$ cat config.mk
export PLATFORM = sky130hd
export DESIGN_NAME = ni_packetizer
export DESIGN_NICKNAME = d
export VERILOG_FILES = /design/src/rtl/ni_packetizer_pkg.sv /design/src/rtl/ni_packetizer_credit_counter.sv /design/src/rtl/ni_packetizer.sv
export SDC_FILE = /design/constraint.sdc
export NUM_CORES = 1
export LEC_CHECK = 0
export ABC_AREA = 1
export CAP_MARGIN = 20
export CELL_PAD_IN_SITES_DETAIL_PLACEMENT = 1
export CELL_PAD_IN_SITES_GLOBAL_PLACEMENT = 1
export CORE_MARGIN = 3
export CORE_UTILIZATION = 36
export DETAILED_ROUTE_END_ITERATION = 8
export PLACE_DENSITY_LB_ADDON = 0.1
export SYNTH_ARGS = -nofsm -noshare
export SYNTH_HDL_FRONTEND = slang
export SYNTH_HIERARCHICAL = 1
export SYNTH_SLANG_ARGS = --single-unit
$ cat constraint.sdc
create_clock -name clk_i -period 3.2 [get_ports clk_i]
set_input_delay 0.48 -clock clk_i [delete_from_list [all_inputs] [get_ports clk_i]]
set_output_delay 0.48 -clock clk_i [all_outputs]
set_load 0.1 [all_outputs]
$ cat src/rtl/ni_packetizer_pkg.sv
// Shared encodings for the network-interface packetizer and the routing blocks.
package ni_packetizer_pkg;

  localparam int ADDR_W    = 4;  // {y[1:0], x[1:0]}
  localparam int LEN_W     = 4;  // payload flit count, 1..15
  localparam int FLIT_ID_W = 3;

  typedef enum logic [FLIT_ID_W-1:0] {
    FLIT_HEADER = 3'b001,
    FLIT_BODY   = 3'b010,
    FLIT_TAIL   = 3'b100
  } flit_id_e;

  typedef enum logic [1:0] {
    ST_IDLE      = 2'd0,
    ST_HEAD_WAIT = 2'd1,
    ST_PAYLOAD   = 2'd2
  } state_e;

  // Upper bits of a header flit: payload length followed by source address.
  function automatic logic [LEN_W+ADDR_W-1:0] header_tag(
    input logic [LEN_W-1:0]  len,
    input logic [ADDR_W-1:0] src
  );
    return {len, src};
  endfunction

endpackage

$ cat src/rtl/ni_packetizer_credit_counter.sv
// Downstream credit tracker: one credit per free slot in the router input FIFO.
// A return and a spend in the same cycle cancel out; a return while already
// full is dropped and latches a sticky overflow flag.
module ni_packetizer_credit_counter #(
  parameter int CREDITS = 4,
  localparam int CNT_W  = $clog2(CREDITS + 1)
) (
  input  logic             clk_i,
  input  logic             rst_ni,
  input  logic             inc_i,
  input  logic             dec_i,
  output logic [CNT_W-1:0] count_o,
  output logic             overflow_o
);

  logic [CNT_W-1:0] count_q;
  logic             overflow_q;

  // Credit count update and sticky overflow detection.
  always_ff @(posedge clk_i or negedge rst_ni) begin
    if (!rst_ni) begin
      count_q    <= CNT_W'(CREDITS);
      overflow_q <= 1'b0;
    end else if (inc_i && !dec_i) begin
      if (count_q == CNT_W'(CREDITS)) begin
        overflow_q <= 1'b1;
      end else begin
        count_q <= count_q + 1'b1;
      end
    end else if (dec_i && !inc_i && (count_q != '0)) begin
      count_q <= count_q - 1'b1;
    end
  end

  assign count_o    = count_q;
  assign overflow_o = overflow_q;

endmodule

$ cat src/rtl/ni_packetizer.sv
// Network-interface packetizer: turns a packet request plus a payload stream
// into HEADER / BODY... / TAIL flits for the local router port, gated by
// downstream credits.
//
//   state        | meaning
//   ST_IDLE      | ready for a packet request
//   ST_HEAD_WAIT | packet accepted, header held back for lack of credit
//   ST_PAYLOAD   | header sent, forwarding payload words as BODY/TAIL
module ni_packetizer
  import ni_packetizer_pkg::*;
#(
  parameter int DATA_W  = 16,
  parameter int CREDITS = 4
) (
  input  logic                 clk_i,
  input  logic                 rst_ni,
  input  logic [ADDR_W-1:0]    cur_addr_i,
  input  logic                 pkt_valid_i,
  output logic                 pkt_ready_o,
  input  logic [ADDR_W-1:0]    pkt_dst_i,
  input  logic [LEN_W-1:0]     pkt_len_i,
  input  logic                 pl_valid_i,
  output logic                 pl_ready_o,
  input  logic [DATA_W-1:0]    pl_data_i,
  output logic                 tx_valid_o,
  output logic [FLIT_ID_W-1:0] tx_flit_id_o,
  output logic [ADDR_W-1:0]    tx_dst_addr_o,
  output logic [DATA_W-1:0]    tx_data_o,
  input  logic                 credit_in_i,
  output logic                 err_len_o,
  output logic                 err_credit_o
);

  localparam int CNT_W = $clog2(CREDITS + 1);
  localparam int PAD_W = DATA_W - LEN_W - ADDR_W;

  state_e                 state_q;
  logic [LEN_W-1:0]       rem_q;
  logic [ADDR_W-1:0]      dst_q;
  logic                   tx_valid_q;
  logic [FLIT_ID_W-1:0]   tx_flit_id_q;
  logic [ADDR_W-1:0]      tx_dst_q;
  logic [DATA_W-1:0]      tx_data_q;
  logic                   err_len_q;

  logic [CNT_W-1:0]       credit;
  logic                   credit_ok;
  logic                   accept;
  logic                   hdr_send;
  logic                   pl_fire;
  logic                   emit;
  logic [LEN_W-1:0]       hdr_len;
  logic [ADDR_W-1:0]      hdr_dst;
  logic [DATA_W-1:0]      hdr_word;

  assign credit_ok   = (credit != '0);
  assign pkt_ready_o = (state_q == ST_IDLE);
  assign pl_ready_o  = (state_q == ST_PAYLOAD) && credit_ok;
  assign accept      = pkt_ready_o && pkt_valid_i;
  assign pl_fire     = pl_valid_i && pl_ready_o;

  // A header leaves either straight from IDLE (request fields still on the
  // inputs) or later from HEAD_WAIT (fields taken from the latched copies).
  assign hdr_send = (accept && (pkt_len_i != '0) && credit_ok)
                  || ((state_q == ST_HEAD_WAIT) && credit_ok);
  assign emit     = hdr_send || pl_fire;
  assign hdr_len  = (state_q == ST_IDLE) ? pkt_len_i : rem_q;
  assign hdr_dst  = (state_q == ST_IDLE) ? pkt_dst_i : dst_q;
  assign hdr_word = {header_tag(hdr_len, cur_addr_i), {PAD_W{1'b0}}};

  ni_packetizer_credit_counter #(
    .CREDITS (CREDITS)
  ) u_credit_counter (
    .clk_i      (clk_i),
    .rst_ni     (rst_ni),
    .inc_i      (credit_in_i),
    .dec_i      (emit),
    .count_o    (credit),
    .overflow_o (err_credit_o)
  );

  // Packet sequencing FSM with registered flit outputs.
  always_ff @(posedge clk_i or negedge rst_ni) begin
    if (!rst_ni) begin
      state_q      <= ST_IDLE;
      rem_q        <= '0;
      dst_q        <= '0;
      tx_valid_q   <= 1'b0;
      tx_flit_id_q <= '0;
      tx_dst_q     <= '0;
      tx_data_q    <= '0;
      err_len_q    <= 1'b0;
    end else begin
      tx_valid_q <= emit;
      err_len_q  <= accept && (pkt_len_i == '0);
      if (hdr_send) begin
        tx_flit_id_q <= FLIT_HEADER;
        tx_dst_q     <= hdr_dst;
        tx_data_q    <= hdr_word;
      end
      case (state_q)
        ST_IDLE: begin
          if (accept && (pkt_len_i != '0)) begin
            rem_q   <= pkt_len_i;
            dst_q   <= pkt_dst_i;
            state_q <= credit_ok ? ST_PAYLOAD : ST_HEAD_WAIT;
          end
        end
        ST_HEAD_WAIT: begin
          if (credit_ok) begin
            state_q <= ST_PAYLOAD;
          end
        end
        ST_PAYLOAD: begin
          if (pl_fire) begin
            tx_flit_id_q <= (rem_q == LEN_W'(1)) ? FLIT_TAIL : FLIT_BODY;
            tx_dst_q     <= dst_q;
            tx_data_q    <= pl_data_i;
            rem_q        <= rem_q - 1'b1;
            if (rem_q == LEN_W'(1)) begin
              state_q <= ST_IDLE;
            end
          end
        end
        default: state_q <= ST_IDLE;
      endcase
    end
  end

  assign tx_valid_o    = tx_valid_q;
  assign tx_flit_id_o  = tx_flit_id_q;
  assign tx_dst_addr_o = tx_dst_q;
  assign tx_data_o     = tx_data_q;
  assign err_len_o     = err_len_q;

endmodule

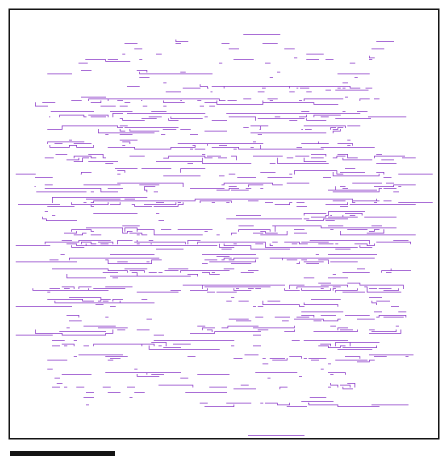
**Above:** run 1 (metal 1).
The bar under the picture is 20 µm long.
share of all routed wire: 44%
nets with wire on the layer: 325
longest straight run: 29.9 µm
main direction: horizontal
wire length on this layer: 2490 µm

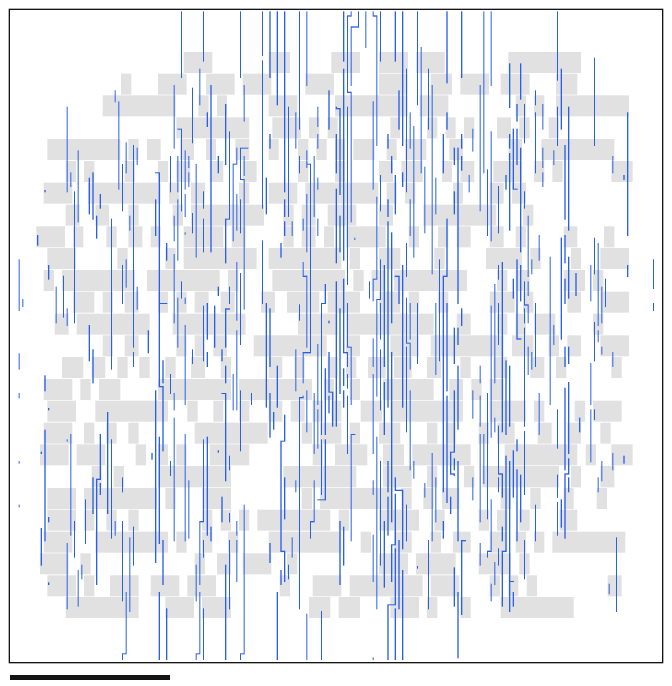
**Above:** run 1 (the metal 2 layer).
The bar under the picture is 20 µm long.
wire length on this layer: 2930 µm
nets with wire on the layer: 303
longest straight run: 26.9 µm
share of all routed wire: 52%
main direction: vertical

==> notes.md, run 1 <==
Flow results follow.

The run finished with clean final reports. For this run, global-route usage on met2 was measured as 33.14%. The placement stage leaves a total instance area of 2678 µm². The share of synthesized registers carrying an async set or reset is 100.0%.

The start point of the critical path is u_credit_counter/count_o[0]. In the final run the clock tree shows a worst skew of roughly 0.0064 ns. Subtracting the final worst setup slack from the clock period gives 2.545 ns. The number of diodes added for antenna fixing is 0. The synthesized design contains 39 register bits. The cell count after placement is roughly 390.

After synthesis the cells add up to 2043 µm². Per the final timing report, the hold violations number 0. The critical path depth is 15. The timing report gives the worst reg2reg path a setup slack of approximately 0.66 ns.

Measured in cells, the most critical reg-to-reg path has a length of 15. The first global-routing pass estimated 9.356 mm of wire. Per STA, the library cell used most along the worst path is sky130_fd_sc_hd__nand2_1. During placement, the flow inserted port buffers numbering 60. The gate-level netlist out of Yosys references 26 unique cell types. By area the synthesized netlist is led by sky130_fd_sc_hd__dfrtp_1 (47%), sky130_fd_sc_hd__nand2_1 (18%), sky130_fd_sc_hd__nand3_1 (7.3%).

The total non-filler cell area in the finished layout is 2795 µm². The final cell count without fillers is around 400. Along the worst path, the maximum fanout reaches 18. In the synthesized netlist, the cells that appear most often are sky130_fd_sc_hd__nand2_1 (100), sky130_fd_sc_hd__dfrtp_1 (38), sky130_fd_sc_hd__inv_1 (32). The final worst-path cycle share is 79.52%. The detailed router reported a total wirelength of 5.663 mm. The layer flagged by global routing as most heavily used is met2. The OpenROAD report gives the critical path a data arrival time of 2.78 ns. The die width is 81.34 µm. The post-CTS hold buffer count recorded in the log is 0. The dominant delay contributor by cell family on the critical path is simple AND/OR/NAND/NOR gates. The cell at the slowest stage of the critical path is sky130_fd_sc_hd__dfrtp_1. TritonCTS built the clock tree. The share of the core area taken by cells at floorplan is 38.53%. Counting flops with a built-in enable in the synthesized netlist gives 0. The y dimension of the die is 81.34 µm. The I/O pin count is 61. The worst setup path is launched from a register.

The number of nets in the layout is approximately 370. The final weighted congestion recorded by global placement is 0.7765. The pin count of the biggest net entering global routing is 40. The total iterations of the first detailed-routing run is 4. In the final layout, the fill cell count is 687. The number of global-route vias before repair is 2026. Looking at the clock tree report, the root buffer type is sky130_fd_sc_hd__clkbuf_8. The transition at the pin with the smallest max-transition slack is 0.9931 ns. The number of violations reported at the end of detailed-routing iteration 0 is 33. Post-CTS repair changed the size of 0 cells. The worst relative slew slack is 33.59%. At the later pin of the worst-skew pair, clock insertion delay measures 0.30 ns. The post-synthesis area per instance is 7.624 µm². The library cell with the largest summed area after synthesis is sky130_fd_sc_hd__dfrtp_1.

The detailed placement HPWL is 4.221 mm. For this run, design rule violations remaining after detail routing come to 0. Endpoints with negative setup slack in the final report add up to 0. The total vias in the final route is 1922.

On the worst path, the slowest cell contributes a delay of 0.47 ns. In the Yosys report, the sequential cells make up 47.83% of the chip area. The tree built by TritonCTS fans out to 39 sinks. The area of the chip is 6615 µm². The layout overhead on the synthesized area is 36.80%. Global routing used 22.80% of the available met1 tracks. The maximum clock frequency is roughly 390 MHz.

After technology mapping, the gate count stands at 268. The terminus of the critical flop-to-flop path is u_credit_counter/count_o[2]. The number of maximum-capacitance violations is 0. In the CTS report, the clock slew at the register clock pins of the worst setup and hold paths is listed as 0.08 ns.

Per the final layout report, the fraction of cells sized above drive strength 1 comes to 14.16%. The data required time at the worst endpoint is 3.43 ns. After synthesis, the design contains 268 cells according to Yosys. The final max-slew violation count recorded for this run is 0. The worst setup path is captured at a register. The library cell with the highest instance count after synthesis is sky130_fd_sc_hd__nand2_1. The via count normalized by instance count is approximately 4.8. The number of synthesis warnings is 6.

Counting both buffers and inverters, the worst setup path holds a total of 4. The worst setup path is of the register to register kind. The buffer depth of the longest clock path is 2. CTS built an H-tree with a depth of 2. The type of the tightest min-delay check is input pin to async pin. Prior to clock tree synthesis, the placed netlist has a worst setup slack of 0.4571 ns.
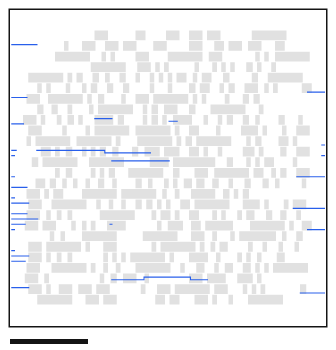
**Above:** run 1 (signal wires on met3).
The bar under the picture is 20 µm long.
nets with wire on the layer: 25
share of all routed wire: 2.8%
longest straight run: 17.5 µm
wire length on this layer: 161 µm
main direction: horizontal

-- run 1: cells by family (layout without fill, tap and decap cells) --
| family | count (synthesis) | in the layout | share of synthesized area [%] |
|---|---|---|---|
| compound gates | 24 | 24 | 6.491 |
| simple gates | 154 | 154 | 33.62 |
| xor+xnor | 1 | 1 | 0.4287 |
| buf+inv | 47 | 111 | 9.431 |
| fa+ha+maj | 3 | 3 | 2.204 |
| flops | 39 | 39 | 47.83 |
-- run 1: worst min-delay path by stage --
stage                                        to
CTS                 u_credit_counter/count_o[0]
global placement                     state_q[0]
floorplan                              dst_q[0]
detailed placement                 tx_data_o[3]
global route        u_credit_counter/count_o[0]
finish              u_credit_counter/count_o[0]
-- run 1: cell type report --
| type | count | area [µm²] | share of cell area, % |
|---|---|---|---|
| Clock buffer | 6 | 82.58 | 2.954 |
| Clock inverter | 2 | 35.03 | 1.253 |
| Inverter | 39 | 146.4 | 5.237 |
| Multi-Input combinational cell | 182 | 873.3 | 31.24 |
| Sequential cell | 39 | 977.2 | 34.96 |
| Tap cell | 70 | 87.58 | 3.133 |
| Timing Repair Buffer | 64 | 593.1 | 21.22 |
-- run 1: metal layers --
metal / vias up / wire [µm] / part of all wire [%]
li1: 951 / - / -
met1: 934 / 2491 / 44
met2: 29 / 2931 / 52
met3: 8 / 161 / 2.8
met4: 0 / 78 / 1.4
met5: - / 0 / 0
-- run 1: flip-flops by register name, summed over array words and instances, names as in the netlist --
name	flops
err_len_o	1
state_q	2
tx_flit_id_o	3
tx_valid_o	1
rem_q	4
tx_dst_addr_o	4
dst_q	4
tx_data_o	16
u_credit_counter/count_o	3
u_credit_counter/overflow_o	1
**Run 1: routing congestion**

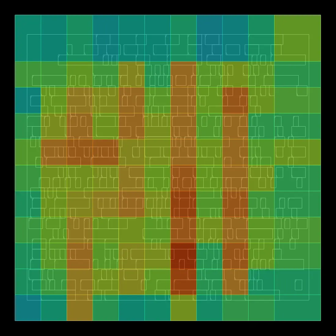

## Run 2: what changed since run 1
- CORE_UTILIZATION: 36 -> 30
- clock period: 3.2 -> 2.1 ns (I/O delays scaled with it)
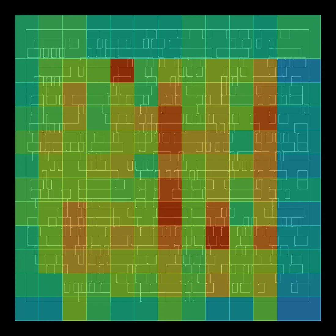
**Above:** run 2 (routing congestion).
GR Layer Usage met3: 4.376%
met2 usage in global routing: 27.33%
wire length per cell after detailed routing: 14.00 µm

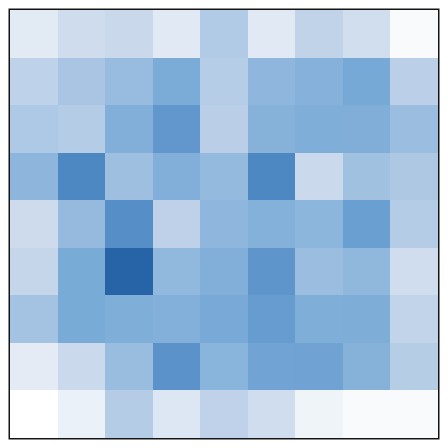
**Above:** run 2 (local utilization).
The die is cut into 9 by 9 equal tiles; white is low, dark blue is high, 0 to 100% covered.
tiles over 75% full: 1.2%
fullest tile: 79%
mean over tiles: 37%
nearly empty tiles: 1.2%

==> notes.md, run 2 <==
Flow results follow.

The number of levels the H-tree was split into is 2 (unchanged). The library cell with the largest summed area after synthesis is sky130_fd_sc_hd__dfrtp_1 (unchanged). The post-route minimum period came to 1.954 ns (was 2.545 ns). The library cell with the highest instance count after synthesis is sky130_fd_sc_hd__nand2_1 (unchanged).

The number of synthesis warnings came to 6 (unchanged). The cell count after placement is 416 (was 394). The number of flip-flops in the largest register was 16 (unchanged). The total setup violations reported at the end of the flow is 0 (unchanged).

The clock skew was 0.004083 ns (was 0.006373 ns). The pre-CTS setup slack was -0.1929 ns (was 0.4571 ns). The root buffer cell is sky130_fd_sc_hd__clkbuf_8 (unchanged). The critical path depth is 15 (unchanged). The area of the chip is 7837 µm² (was 6615 µm²). The die width is 88.53 µm (was 81.34 µm).

The arrival time of the worst setup path is 2.19 ns (was 2.78 ns). The count of different cell masters after synthesis is 26 (unchanged). The fraction of final layout cells sized beyond drive strength 1 is 25.36% (was 14.16%). The final worst-path cycle share is 93.07% (was 79.52%). The initial standard-cell utilization of the core is 31.64% (was 38.53%). The final number of hold-violating endpoints was 0 (unchanged). The cell count in the Yosys report is 268 (unchanged).

Most frequent cells after synthesis: sky130_fd_sc_hd__nand2_1 (100), sky130_fd_sc_hd__dfrtp_1 (38), sky130_fd_sc_hd__inv_1 (32) (unchanged). The total vias in the final route is 1974 (was 1922). The total wirelength of the detailed-routed design is 5.990 mm (was 5.663 mm).

The number of maximum-capacitance violations came to 0 (unchanged). The clock-pin transition on the worst setup and hold timing paths came to 0.08 ns (about the same). The worst-skew pair later-pin latency is 0.30 ns (about the same). Post-synth area hogs: sky130_fd_sc_hd__dfrtp_1 (47%), sky130_fd_sc_hd__nand2_1 (18%), sky130_fd_sc_hd__nand3_1 (7.3%) (unchanged). The I/O pin count is 61 (unchanged). The total iterations of the first detailed-routing run is 4 (unchanged). The pin count of the biggest net entering global routing came to 22 (was 40). The largest fanout on the critical path is 5 (was 18). The buffers plus inverters on the worst setup path was 3 (was 4). The post-synthesis area per instance was 7.624 µm² (unchanged).

The worst relative slew slack is 66.96% (was 33.59%). The final cell count without fillers is 428 (was 402). The global-route wire length before repair was 9.942 mm (was 9.356 mm).

The clock sink count is 39 (unchanged). The sequential share of the synthesized area is 47.83% (unchanged).

The data required time at the worst endpoint was 2.33 ns (was 3.43 ns). The via count normalized by instance count came to 4.612 (was 4.781). The detailed-route DRC error count is 0 (unchanged). The number of nets in the layout is 386 (was 367). The critical path's largest stage delay came to 0.43 ns (was 0.47 ns). The cell count after synthesis is 268 (unchanged).

The routability congestion estimate from global placement was 0.7330 (was 0.7765). The nature of the critical path endpoint is a register (unchanged). The buffer depth of the longest clock path is 2 (unchanged).

The cell with the most instances on the worst path is sky130_fd_sc_hd__nand2_1 (unchanged). The synthesized area is 2043 µm² (unchanged). The layout overhead on the synthesized area is 44.83% (was 36.80%). The post-placement cell area is 2823 µm² (was 2678 µm²).

The detailed placement HPWL is 4.342 mm (was 4.221 mm). The total non-filler cell area in the finished layout is 2959 µm² (was 2795 µm²). The type of origin of the critical path is a register (unchanged). The maximum clock frequency is 511.7 MHz (was 393.0 MHz). The count of port buffers added during placement is 60 (unchanged). The count of library flops with an enable pin was 0 (unchanged). The number of synthesized register bits was 39 (unchanged).

The transition at the pin with the smallest max-transition slack is 0.4956 ns (was 0.9931 ns). The number of global-route vias before repair was 2077 (was 2026). The kind of critical path is register to register (unchanged). The number of diodes added for antenna fixing came to 0 (unchanged).

The y dimension of the die is 88.53 µm (was 81.34 µm). The setup TNS came to 0 ns (unchanged). The number of violations reported at the end of detailed-routing iteration 0 is 35 (was 33). The max-slew violation count was 0 (unchanged). The cell at the slowest stage of the critical path is sky130_fd_sc_hd__dfrtp_1 (unchanged). The share of synthesized registers carrying an async set or reset is 100.0% (unchanged). The TritonCTS clock tree is built (unchanged). The dominant delay contributor by cell family on the critical path is simple AND/OR/NAND/NOR gates (unchanged). The worst reg2reg path depth is 15 (unchanged). Status: finished clean (unchanged).
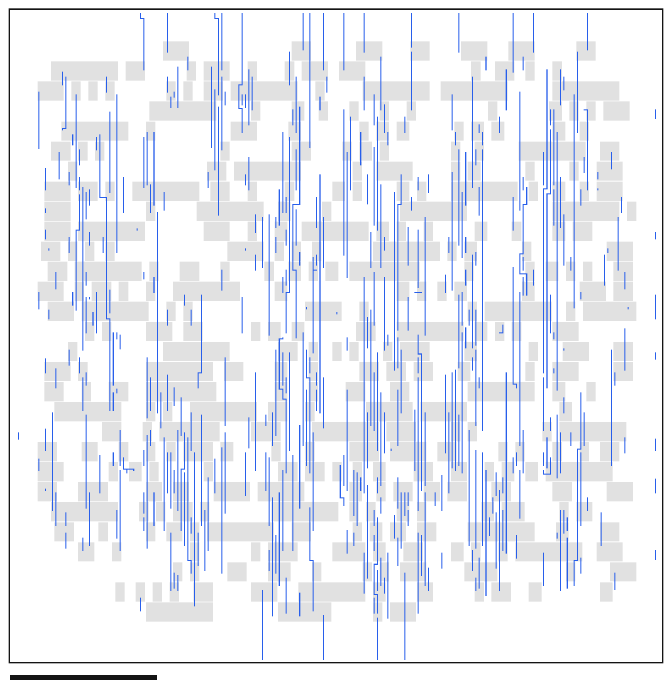
**Above:** run 2 (the metal 2 layer).
The bar under the picture is 20 µm long.
share of all routed wire: 47%
nets with wire on the layer: 321
wire length on this layer: 2800 µm
main direction: vertical
longest straight run: 38.1 µm

## run 2: layout make-up
type | count | area (µm²)
inverter | 39 | 146.4
clock inverter | 2 | 12.51
timing repair buffer | 83 | 725.7
fill | 834 | 3500
sequential | 39 | 978.4
tap | 77 | 96.34
multi-input combinational | 182 | 927.1
clock buffer | 6 | 72.57
## run 2: logic make-up (layout without fill, tap and decap cells)
logic type / Yosys count / count (layout) / synth area share (%)
fa+ha+maj: 3 / 3 / 2.204
xor+xnor: 1 / 1 / 0.4287
simple gates: 154 / 154 / 33.62
flops: 39 / 39 / 47.83
compound gates: 24 / 24 / 6.491
buf+inv: 47 / 130 / 9.431
## run 2: final timing paths
path	from	endpoint	slack [ns]
min	state_q[1]	state_q[0]	0.46
max	u_credit_counter/count_o[1]	u_credit_counter/count_o[2]	0.15
max reg2reg	u_credit_counter/count_o[1]	u_credit_counter/count_o[2]	0.15
min reg2reg	state_q[1]	state_q[0]	0.46
min in group asynchronous	rst_ni	rem_q[0]	0.51
max in group asynchronous	rst_ni	u_credit_counter/count_o[2]	0.95
## run 2: timing repair
action	CTS	global route
hold endpoints to repair	17	0
buffers inserted	0	3
gates resized	0	6
hold buffers	1	0
endpoints found under the setup margin	0	2
## run 2: layer usage
layer | track usage (%) | part of all wire, % | vias up
li1 | - | - | 988
met1 | 21.08 | 46 | 933
met2 | 27.33 | 47 | 47
met3 | 4.376 | 5.8 | 6
met4 | 4.670 | 1.1 | 0
met5 | 0 | 0 | -
**Run 2: signal wires on met3**

The bar under the picture is 20 µm long.
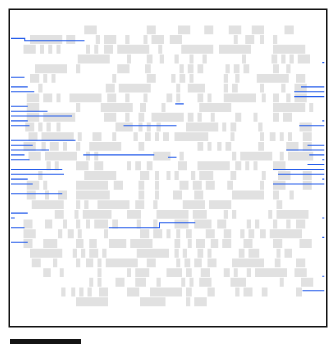

## Run 3: what changed since run 2
- CORE_MARGIN: 3 -> 2
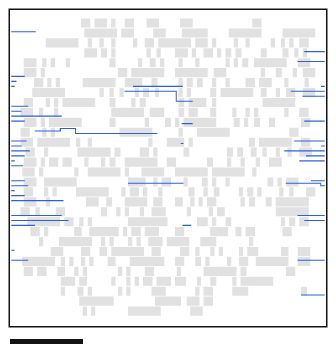
**Above:** run 3 (signal wires on met3).
The bar under the picture is 20 µm long.
wire length on this layer: 315 µm
share of all routed wire: 5.3%
main direction: horizontal
longest straight run: 22.3 µm

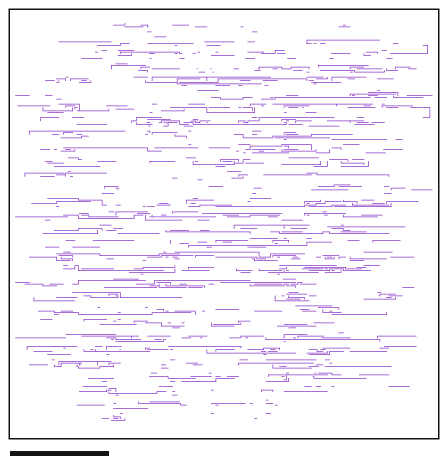
**Above:** run 3 (metal 1).
The bar under the picture is 20 µm long.
share of all routed wire: 46%
main direction: horizontal

==> notes.md, run 3 <==
Flow results follow.

The max-slew violation count is 0 (unchanged). The count of different cell masters after synthesis is 26 (unchanged). The count of port buffers added during placement is 60 (unchanged). The number of diodes added for antenna fixing is 0 (unchanged). The cell count in the Yosys report is 268 (unchanged). The count of antenna-violating nets left after detailed routing is 0 (unchanged). The setup TNS is 0 ns (unchanged). The transition at the pin with the smallest max-transition slack is 0.6143 ns (was 0.4956 ns). Commonest cells after routing, fill and taps aside: sky130_fd_sc_hd__nand2_1 (99), sky130_fd_sc_hd__buf_4 (44), sky130_fd_sc_hd__dfrtp_1 (37) (was sky130_fd_sc_hd__nand2_1 (98), sky130_fd_sc_hd__buf_4 (48), sky130_fd_sc_hd__dfrtp_1 (37)).

The combined global-route utilization of all metal layers came to 17.15% (was 16.43%). Most frequent cells after synthesis: sky130_fd_sc_hd__nand2_1 (100), sky130_fd_sc_hd__dfrtp_1 (38), sky130_fd_sc_hd__inv_1 (32) (unchanged). The root buffer cell is sky130_fd_sc_hd__clkbuf_8 (unchanged). The cell at the slowest stage of the critical path is sky130_fd_sc_hd__clkdlybuf4s50_1 (was sky130_fd_sc_hd__dfrtp_1). The worst-skew pair later-pin latency is 0.30 ns (about the same). The total wirelength of the detailed-routed design was 5.938 mm (was 5.990 mm). The final cell count without fillers is 426 (was 428). The detailed-route DRC error count is 0 (unchanged). The number of global-route vias before repair was 2102 (was 2077). The clock sink count was 39 (unchanged).

The arrival time of the worst setup path is 2.14 ns (was 2.19 ns). The number of flip-flops in the largest register is 16 (unchanged). The final routed wire length divided by cell count was 13.94 µm (was 14.00 µm). The library cell with the highest instance count after synthesis is sky130_fd_sc_hd__nand2_1 (unchanged). The share of synthesized registers carrying an async set or reset is 100.0% (unchanged). The post-route minimum period is 1.902 ns (was 1.954 ns).

The type of the tightest min-delay check was input pin to async pin (was register to register). The I/O pin count was 61 (unchanged).

The compound-gate portion of the synthesized area is 6.491% (unchanged). The initial standard-cell utilization of the core was 30.58% (was 31.64%). The data required time at the worst endpoint is 2.34 ns (was 2.33 ns). The number of antenna violations at the first check in global routing is 0 (unchanged).

The maximum clock frequency is 525.6 MHz (was 511.7 MHz). The y dimension of the die is 86.53 µm (was 88.53 µm). The yosys stat chip area is 2043 µm² (unchanged). The number of instances resized during post-cts repair was 0 (unchanged). Crit path cell chain: clkdlybuf4s50_1 > nor2_2 > nand2_1 > nand3_4 > nand2_4 > nor2_4 > inv_2 > inv_2 > nand2_2 > fa_2 > inv_1 > nand2_1 > nand2_2 > nand2_1 > nand2_1 > nand2_1 (was nor2_4 > nand2_4 > nand3_4 > nand2_4 > nor2_4 > inv_2 > inv_2 > nand2_2 > fa_2 > inv_1 > nand2_1 > nand2_2 > nand2_1 > nand2_1 > nand2_1). The cell count after synthesis is 268 (unchanged). Status: finished clean (unchanged).

The fraction of final layout cells sized beyond drive strength 1 came to 24.28% (was 25.36%). The overall overflow remaining after global route is 0 (unchanged). The TritonCTS clock tree was built (unchanged).

The die width is 86.53 µm (was 88.53 µm). Setup repair after global routing left no endpoint under its margin. The area share of the leading cell type in the synthesized netlist is 46.54% (unchanged).

The number of clock buffers inserted by TritonCTS is 5 (unchanged). The total iterations of the first detailed-routing run is 4 (unchanged). The via count normalized by instance count is 4.608 (was 4.612). The buffer depth of the longest clock path is 2 (unchanged). The number of nets in the layout is 381 (was 386). The synthesized-area fraction occupied by and/or/nand/nor cells is 33.62% (unchanged). The xor/xnor share of the synthesized area came to 0.4287% (unchanged). The buffers plus inverters on the worst setup path is 4 (was 3). The floorplan net count came to 304 (unchanged). The adder-cell share of the synthesized area came to 2.205% (unchanged). The cell count after placement was 417 (was 416).

The worst setup slack after layout is 0.1975 ns (was 0.1456 ns). The number of OpenROAD warnings is 27 (unchanged). The sequential share of the synthesized area is 47.83% (unchanged). The type of origin of the critical path is an input pin (was register).

The hold-fix buffer count after cts is 0 (was 1). The total setup violations reported at the end of the flow is 0 (unchanged). The dominant delay contributor by cell family on the critical path is simple AND/OR/NAND/NOR gates (unchanged). The critical path's largest stage delay is 0.43 ns (about the same). The total number of placement rows came to 30 (was 29). The worst relative slew slack is 59.04% (was 66.96%).

The largest fanout on the critical path is 2 (was 5). The routability congestion estimate from global placement is 0.7507 (was 0.7330).

The global-route wire length before repair came to 10.03 mm (was 9.942 mm). The area of the chip is 7487 µm² (was 7837 µm²). The final number of hold-violating endpoints is 0 (unchanged). The pre-CTS setup slack is -0.1414 ns (was -0.1929 ns). The total vias in the final route is 1963 (was 1974). The library cell with the largest summed area after synthesis is sky130_fd_sc_hd__dfrtp_1 (unchanged). The cell with the most instances on the worst path is sky130_fd_sc_hd__nand2_1 (unchanged). The biggest combinational cell group after synthesis is simple AND/OR/NAND/NOR gates (unchanged). The nature of the critical path endpoint is a register (unchanged).

The number of maximum-capacitance violations is 0 (unchanged). The pin count of the biggest net entering global routing is 26 (was 22). The flop-to-flop setup slack is 0.20 ns (was 0.15 ns).

The number of filler cells placed in the layout is 834 (unchanged). The number of levels the H-tree was split into is 2 (unchanged). The kind of critical path is input pin to register (was register to register). The post-synthesis area per instance is 7.624 µm² (unchanged). The post-placement cell area was 2811 µm² (was 2823 µm²).

The count of library flops with an enable pin was 0 (unchanged). The number of violations reported at the end of detailed-routing iteration 0 was 49 (was 35). The number of synthesized register bits is 39 (unchanged). The number of synthesis warnings was 6 (unchanged). The detailed placement HPWL is 4.281 mm (was 4.342 mm).

The dominant logic cell type in the layout is sky130_fd_sc_hd__nand2_1 (unchanged). The total non-filler cell area in the finished layout is 2945 µm² (was 2959 µm²). The synthesized area is 2043 µm² (unchanged). Post-synth area hogs: sky130_fd_sc_hd__dfrtp_1 (47%), sky130_fd_sc_hd__nand2_1 (18%), sky130_fd_sc_hd__nand3_1 (7.3%) (unchanged).

The layout overhead on the synthesized area is 44.15% (was 44.83%). The clock skew is 0.005615 ns (was 0.004083 ns). The clock-pin transition on the worst setup and hold timing paths was 0.09 ns (was 0.08 ns). The post-CTS setup buffer count is 0 (unchanged). The area of the placeable core is 6681 µm² (was 6459 µm²). The most common flop cell mapped by yosys was sky130_fd_sc_hd__dfrtp_1 (unchanged).

The multiplexer fraction of the synthesized cell area is 0% (unchanged). The final worst-path cycle share is 90.59% (was 93.07%).
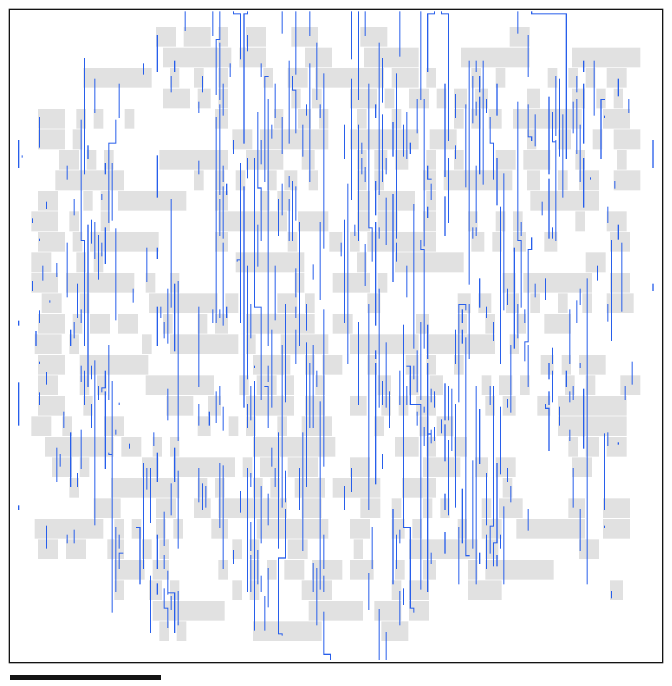
**Above:** run 3 (the metal 2 layer).
The bar under the picture is 20 µm long.
main direction: vertical
share of all routed wire: 48%
nets with wire on the layer: 311
wire length on this layer: 2840 µm
longest straight run: 40.5 µm

==> run 3: path summary, 6_finish.rpt <==
path,cells past startpoint,from,to
max,16,pkt_len_i[2],u_credit_counter/count_o[2]
min in group clk_i,1,state_q[1],state_q[0]
min reg2reg,1,state_q[1],state_q[0]
min,1,rst_ni,tx_data_o[14]
max in group asynchronous,2,rst_ni,tx_dst_addr_o[2]
max reg2reg,15,u_credit_counter/count_o[0],u_credit_counter/count_o[2]
==> run 3: cell type report <==
type / instances / area (µm²) / area share, %
clock buffer: 5 / 68.82 / 2.336
sequential: 39 / 978.4 / 33.22
tap: 80 / 100.1 / 3.398
inverter: 39 / 146.4 / 4.970
clock inverter: 3 / 43.79 / 1.487
timing repair buffer: 78 / 685.7 / 23.28
multi-input combinational: 182 / 922.1 / 31.31
==> run 3: through the flow <==
step                hold slack (ns)  utilization, %
floorplan                   0.01941               -
global placement             0.3680           42.08
detailed placement           0.3751           42.08
CTS                         0.04071           43.76
global route                0.04681           44.08
finish                      0.02389           44.08
==> run 3: layer usage <==
layer / vias to the layer above / global-route usage, % / routed length, µm
li1: 987 / - / -
met1: 921 / 21.69 / 2732
met2: 50 / 29.23 / 2841
met3: 5 / 4.381 / 314
met4: 0 / 4.403 / 49
met5: - / 0 / 0
